`src/rtl/execute_hazard_controller_if.sv`:
```
// Pipeline-side bundle for execute_hazard_controller: DECODE/EXECUTE status in, stall/flush/bubble enables out.
// master = pipeline datapath, slave = hazard controller.
interface execute_hazard_controller_if #(
  parameter int unsigned ADDR_WIDTH = 4
);
  logic                  valid_DECODE_i;
  logic                  uses_reg_1_DECODE_i;
  logic                  uses_reg_2_DECODE_i;
  logic [ADDR_WIDTH-1:0] reg_addr_1_DECODE_i;
  logic [ADDR_WIDTH-1:0] reg_addr_2_DECODE_i;
  logic                  multicycle_DECODE_i;
  logic                  mem_read_EX_i;
  logic                  reg_write_EX_i;
  logic [ADDR_WIDTH-1:0] reg_dest_EX_i;
  logic                  branch_taken_EX_i;
  logic                  stall_FETCH_o;
  logic                  stall_DECODE_o;
  logic                  flush_DECODE_o;
  logic                  bubble_EX_o;
  logic                  hold_EX_o;
  logic                  bubble_MEM_o;
  logic                  mc_done_o;

  modport master (
    output valid_DECODE_i, uses_reg_1_DECODE_i, uses_reg_2_DECODE_i,
           reg_addr_1_DECODE_i, reg_addr_2_DECODE_i, multicycle_DECODE_i,
           mem_read_EX_i, reg_write_EX_i, reg_dest_EX_i, branch_taken_EX_i,
    input  stall_FETCH_o, stall_DECODE_o, flush_DECODE_o, bubble_EX_o,
           hold_EX_o, bubble_MEM_o, mc_done_o
  );

  modport slave (
    input  valid_DECODE_i, uses_reg_1_DECODE_i, uses_reg_2_DECODE_i,
           reg_addr_1_DECODE_i, reg_addr_2_DECODE_i, multicycle_DECODE_i,
           mem_read_EX_i, reg_write_EX_i, reg_dest_EX_i, branch_taken_EX_i,
    output stall_FETCH_o, stall_DECODE_o, flush_DECODE_o, bubble_EX_o,
           hold_EX_o, bubble_MEM_o, mc_done_o
  );
endinterface

```
`src/rtl/execute_hazard_controller.sv`:
```
// Execute-stage sequencer: load-use bubbles, taken-branch flush, multi-cycle (MUL) hold of EXECUTE.
// Optional HAZARD_PERF_COUNTERS_EN adds saturating stall_cycles_o / flush_count_o counters.
module execute_hazard_controller #(
  parameter int unsigned ADDR_WIDTH = 4,
  parameter int unsigned MUL_CYCLES = 4
) (
  input  logic                       clk_i,
  input  logic                       rst_i,
  execute_hazard_controller_if.slave bus
`ifdef HAZARD_PERF_COUNTERS_EN
  ,
  output logic [31:0]                stall_cycles_o,
  output logic [31:0]                flush_count_o
`endif
);

  typedef enum logic {RUN, MC_BUSY} state_t;

  localparam bit         MC_EN   = (MUL_CYCLES > 1);
  localparam logic [3:0] MC_LOAD = 4'(MUL_CYCLES - 1);

  state_t                state;
  logic [3:0]            mc_cnt;
  logic [ADDR_WIDTH-1:0] dest;
  logic                  lu_hazard;
  logic                  mc_start;
  logic                  stall_fetch;
  logic                  stall_decode;
  logic                  flush_decode;
  logic                  bubble_ex;
  logic                  hold_ex;
  logic                  bubble_mem;
  logic                  mc_done;

  assign dest = bus.reg_dest_EX_i;

  always_comb begin
    lu_hazard = bus.valid_DECODE_i & bus.mem_read_EX_i & bus.reg_write_EX_i &
                ((bus.uses_reg_1_DECODE_i & (bus.reg_addr_1_DECODE_i == dest)) |
                 (bus.uses_reg_2_DECODE_i & (bus.reg_addr_2_DECODE_i == dest)));
    // A MUL only enters EX when neither a flush nor a load-use bubble takes priority.
    mc_start  = MC_EN & bus.valid_DECODE_i & bus.multicycle_DECODE_i &
                ~bus.branch_taken_EX_i & ~lu_hazard;
  end

  always_comb begin
    stall_fetch  = 1'b0;
    stall_decode = 1'b0;
    flush_decode = 1'b0;
    bubble_ex    = 1'b0;
    hold_ex      = 1'b0;
    bubble_mem   = 1'b0;
    mc_done      = 1'b0;
    if (!rst_i) begin
      unique case (state)
        RUN: begin
          if (bus.branch_taken_EX_i) begin
            flush_decode = 1'b1;
            bubble_ex    = 1'b1;
          end else if (lu_hazard) begin
            stall_fetch  = 1'b1;
            stall_decode = 1'b1;
            bubble_ex    = 1'b1;
          end
        end
        MC_BUSY: begin
          stall_fetch  = 1'b1;
          stall_decode = 1'b1;
          hold_ex      = 1'b1;
          bubble_mem   = 1'b1;
          mc_done      = (mc_cnt == 4'd1);
        end
        default: ;
      endcase
    end
  end

  always_ff @(posedge clk_i) begin
    if (rst_i) begin
      state  <= RUN;
      mc_cnt <= '0;
    end else begin
      unique case (state)
        RUN: begin
          if (mc_start) begin
            state  <= MC_BUSY;
            mc_cnt <= MC_LOAD;
          end
        end
        MC_BUSY: begin
          mc_cnt <= mc_cnt - 4'd1;
          if (mc_cnt == 4'd1) state <= RUN;
        end
        default: begin
          state  <= RUN;
          mc_cnt <= '0;
        end
      endcase
    end
  end

  assign bus.stall_FETCH_o  = stall_fetch;
  assign bus.stall_DECODE_o = stall_decode;
  assign bus.flush_DECODE_o = flush_decode;
  assign bus.bubble_EX_o    = bubble_ex;
  assign bus.hold_EX_o      = hold_ex;
  assign bus.bubble_MEM_o   = bubble_mem;
  assign bus.mc_done_o      = mc_done;

`ifdef HAZARD_PERF_COUNTERS_EN
  always_ff @(posedge clk_i) begin
    if (rst_i) begin
      stall_cycles_o <= '0;
      flush_count_o  <= '0;
    end else begin
      if (stall_decode && (stall_cycles_o != '1)) stall_cycles_o <= stall_cycles_o + 32'd1;
      if (flush_decode && (flush_count_o  != '1)) flush_count_o  <= flush_count_o + 32'd1;
    end
  end
`endif

endmodule

```
`src/flat_wrapper.sv`:
```
// flat-port wrapper written by rule: the top's interface ports become plain ports
module execute_hazard_controller_flat 
#(
  parameter int unsigned ADDR_WIDTH = 4,
  parameter int unsigned MUL_CYCLES = 4
)
  (clk_i, rst_i, bus_valid_DECODE_i, bus_uses_reg_1_DECODE_i, bus_uses_reg_2_DECODE_i, bus_reg_addr_1_DECODE_i, bus_reg_addr_2_DECODE_i, bus_multicycle_DECODE_i, bus_mem_read_EX_i, bus_reg_write_EX_i, bus_reg_dest_EX_i, bus_branch_taken_EX_i, bus_stall_FETCH_o, bus_stall_DECODE_o, bus_flush_DECODE_o, bus_bubble_EX_o, bus_hold_EX_o, bus_bubble_MEM_o, bus_mc_done_o);
  execute_hazard_controller_if #(.ADDR_WIDTH(ADDR_WIDTH)) bus_i ();
  input  logic clk_i;
  input  logic rst_i;
  input wire logic [$bits(bus_i.valid_DECODE_i)-1:0] bus_valid_DECODE_i;
  input wire logic [$bits(bus_i.uses_reg_1_DECODE_i)-1:0] bus_uses_reg_1_DECODE_i;
  input wire logic [$bits(bus_i.uses_reg_2_DECODE_i)-1:0] bus_uses_reg_2_DECODE_i;
  input wire logic [$bits(bus_i.reg_addr_1_DECODE_i)-1:0] bus_reg_addr_1_DECODE_i;
  input wire logic [$bits(bus_i.reg_addr_2_DECODE_i)-1:0] bus_reg_addr_2_DECODE_i;
  input wire logic [$bits(bus_i.multicycle_DECODE_i)-1:0] bus_multicycle_DECODE_i;
  input wire logic [$bits(bus_i.mem_read_EX_i)-1:0] bus_mem_read_EX_i;
  input wire logic [$bits(bus_i.reg_write_EX_i)-1:0] bus_reg_write_EX_i;
  input wire logic [$bits(bus_i.reg_dest_EX_i)-1:0] bus_reg_dest_EX_i;
  input wire logic [$bits(bus_i.branch_taken_EX_i)-1:0] bus_branch_taken_EX_i;
  output wire logic [$bits(bus_i.stall_FETCH_o)-1:0] bus_stall_FETCH_o;
  output wire logic [$bits(bus_i.stall_DECODE_o)-1:0] bus_stall_DECODE_o;
  output wire logic [$bits(bus_i.flush_DECODE_o)-1:0] bus_flush_DECODE_o;
  output wire logic [$bits(bus_i.bubble_EX_o)-1:0] bus_bubble_EX_o;
  output wire logic [$bits(bus_i.hold_EX_o)-1:0] bus_hold_EX_o;
  output wire logic [$bits(bus_i.bubble_MEM_o)-1:0] bus_bubble_MEM_o;
  output wire logic [$bits(bus_i.mc_done_o)-1:0] bus_mc_done_o;
  assign bus_i.valid_DECODE_i = bus_valid_DECODE_i;
  assign bus_i.uses_reg_1_DECODE_i = bus_uses_reg_1_DECODE_i;
  assign bus_i.uses_reg_2_DECODE_i = bus_uses_reg_2_DECODE_i;
  assign bus_i.reg_addr_1_DECODE_i = bus_reg_addr_1_DECODE_i;
  assign bus_i.reg_addr_2_DECODE_i = bus_reg_addr_2_DECODE_i;
  assign bus_i.multicycle_DECODE_i = bus_multicycle_DECODE_i;
  assign bus_i.mem_read_EX_i = bus_mem_read_EX_i;
  assign bus_i.reg_write_EX_i = bus_reg_write_EX_i;
  assign bus_i.reg_dest_EX_i = bus_reg_dest_EX_i;
  assign bus_i.branch_taken_EX_i = bus_branch_taken_EX_i;
  assign bus_stall_FETCH_o = bus_i.stall_FETCH_o;
  assign bus_stall_DECODE_o = bus_i.stall_DECODE_o;
  assign bus_flush_DECODE_o = bus_i.flush_DECODE_o;
  assign bus_bubble_EX_o = bus_i.bubble_EX_o;
  assign bus_hold_EX_o = bus_i.hold_EX_o;
  assign bus_bubble_MEM_o = bus_i.bubble_MEM_o;
  assign bus_mc_done_o = bus_i.mc_done_o;
  execute_hazard_controller #(.ADDR_WIDTH(ADDR_WIDTH), .MUL_CYCLES(MUL_CYCLES)) u_core (.clk_i(clk_i), .rst_i(rst_i), .bus(bus_i));
endmodule
```
`config.mk`:
```
export PLATFORM = sky130hd
export DESIGN_NAME = execute_hazard_controller_flat
export DESIGN_NICKNAME = d
export VERILOG_FILES = /design/src/rtl/execute_hazard_controller_if.sv /design/src/rtl/execute_hazard_controller.sv /design/src/flat_wrapper.sv
export SDC_FILE = /design/constraint.sdc
export NUM_CORES = 1
export LEC_CHECK = 0
export CELL_PAD_IN_SITES_DETAIL_PLACEMENT = 0
export CELL_PAD_IN_SITES_GLOBAL_PLACEMENT = 2
export CORE_ASPECT_RATIO = 1.1
export CORE_MARGIN = 1
export CORE_UTILIZATION = 18
export DETAILED_ROUTE_END_ITERATION = 8
export GPL_TIMING_DRIVEN = 0
export PLACE_DENSITY_LB_ADDON = 0.1
export SYNTH_ARGS = -nofsm -noshare
export SYNTH_HDL_FRONTEND = slang
export SYNTH_SLANG_ARGS = --single-unit
```
`constraint.sdc`:
```
create_clock -name clk_i -period 1.4 [get_ports clk_i]
set_input_delay 0.21 -clock clk_i [delete_from_list [all_inputs] [get_ports clk_i]]
set_output_delay 0.21 -clock clk_i [all_outputs]
set_load 0.1 [all_outputs]
```
==> job_summary.md <==
### Metrics collected by this job

| Metric | Value |
|---|---|
| Status | `finished, violations left` |
| Failing checks | `setup timing` |
| Placed insts | `113` |
| PnR worst setup slack | `-0.250 ns` |
| Reg area | `106 um2` |
| Mean Syn Cell Area | `7.97 um2` |
| Worst path buffer plus inverter count | `3` |
| Final net count | `119` |
| Flip-flops | `5` |
| Worst IR Drop VDD | `241 uV` |
| Crit-path max FO | `2` |
| Flop-to-flop setup slack | `0.21 ns` |
| Stage-log warning count | `30` |
| MI comb area | `432 um2` |
| Placer Congestion | `0.670` |
| Fa+ha+maj area frac | `0.0551` |
| Ao+oa area frac | `0.187` |
| Max Buffers Root-to-Sink | `2` |
| Post CTS Setup Buffer Count | `6` |
| Clk network pwr share | `0.261` |
| Yosys stat cell total | `57` |
| Area reported by Yosys stat | `454 um2` |
| Dpl ws | `-1.70 ns` |
| Post-synth EDFFs | `0` |
| Vias in the first global route | `471` |
| Vias per inst | `4.31` |
| Max-Cap Viols | `0` |
| Min-delay src | `rst_i` |
| Fin Setup TNS | `-0.475 ns` |
| CP max-delay cell | `o31ai_4` |
| Setup crit end kind | `primary output` |
| Final Non-Filler Cells | `125` |
| Chip area | `2730 um2` |
| N_taps | `30` |
| Fin Hold WS | `0.187 ns` |
| Post-synth regs | `5` |
| Cts bufs inserted | `3` |
| Non-clk invs | `3` |
| Lkg Pwr | `0.428 nW` |
| Top-area cell share | `0.220` |
| Cell-internal power | `0.425 mW` |
| Switch share | `0.350` |
| Fraction of final layout cells with drive strength greater than 1 | `0.674` |
| Clock Pin Slew Worst Setup and Hold Paths | `0.04 ns` |
| Fin area | `1030 um2` |
| Finish-stage setup viols | `2` |
| Cell Area, Placed | `838 um2` |
| Sequential power share | `0.263` |
| Biggest Area Class | `logic gates` |
| Endpoints failing hold | `0` |
| WL met1 | `519 um` |
| Met2 usage | `0.180` |
| Clk_skew | `0.000444 ns` |
| Area Growth Syn to Fin | `127%` |
| Core box area | `2320 um2` |
[power by group through the flow]
stage	Clock (mW)	Combinational (mW)	Sequential, mW
after global placement	0	0.258	0.168
after CTS	0.172	0.282	0.167
after global routing	0.191	0.332	0.173
final	0.171	0.311	0.172
after floorplan	0	0.164	0.166
after detailed placement	0	0.258	0.168
[layout by cell type (no fill, tap or decap), drive strengths merged]
master / count
nand4: 2
a21o: 1
o22a: 1
inv: 2
buf: 34
o21ai: 2
ha: 2
and3: 1
dfxtp: 5
nand2b: 2
nor4b: 1
nand2: 7
o31ai: 1
clkbuf: 4
xor2: 1
a211oi: 2
xnor2: 9
dlygate4sd2: 3
nor3: 1
clkinvlp: 1
nor2: 4
and2: 1
a22o: 1
clkdlybuf4s50: 1
o21a: 1
a21oi: 2
o22ai: 1
nor4: 2
Fig. 1: routing congestion map
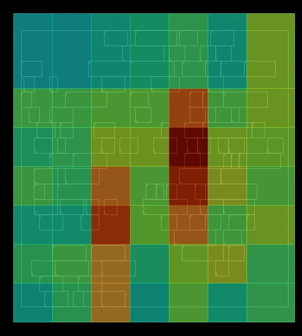
fin util: 0.444
GR Util met1: 0.104
GRT Overall Usage: 0.109
GRT busiest layer: met2
Routed WL per cell: 11.3 um

Fig. 2: met3 routing
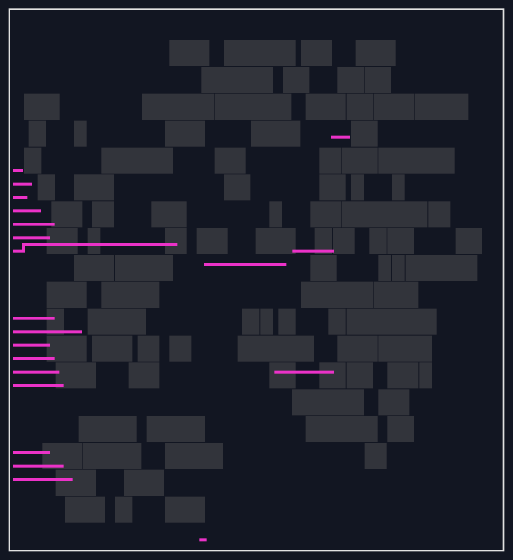
The wires run mostly horizontal. The longest straight run is 15.4 um. The layer carries 91.1 um of wire.
Routed WL: 1410 um
met3 Use GR: 0.0417
Vias: 539

No activity file was given, so power comes from the tool's default toggle rates.
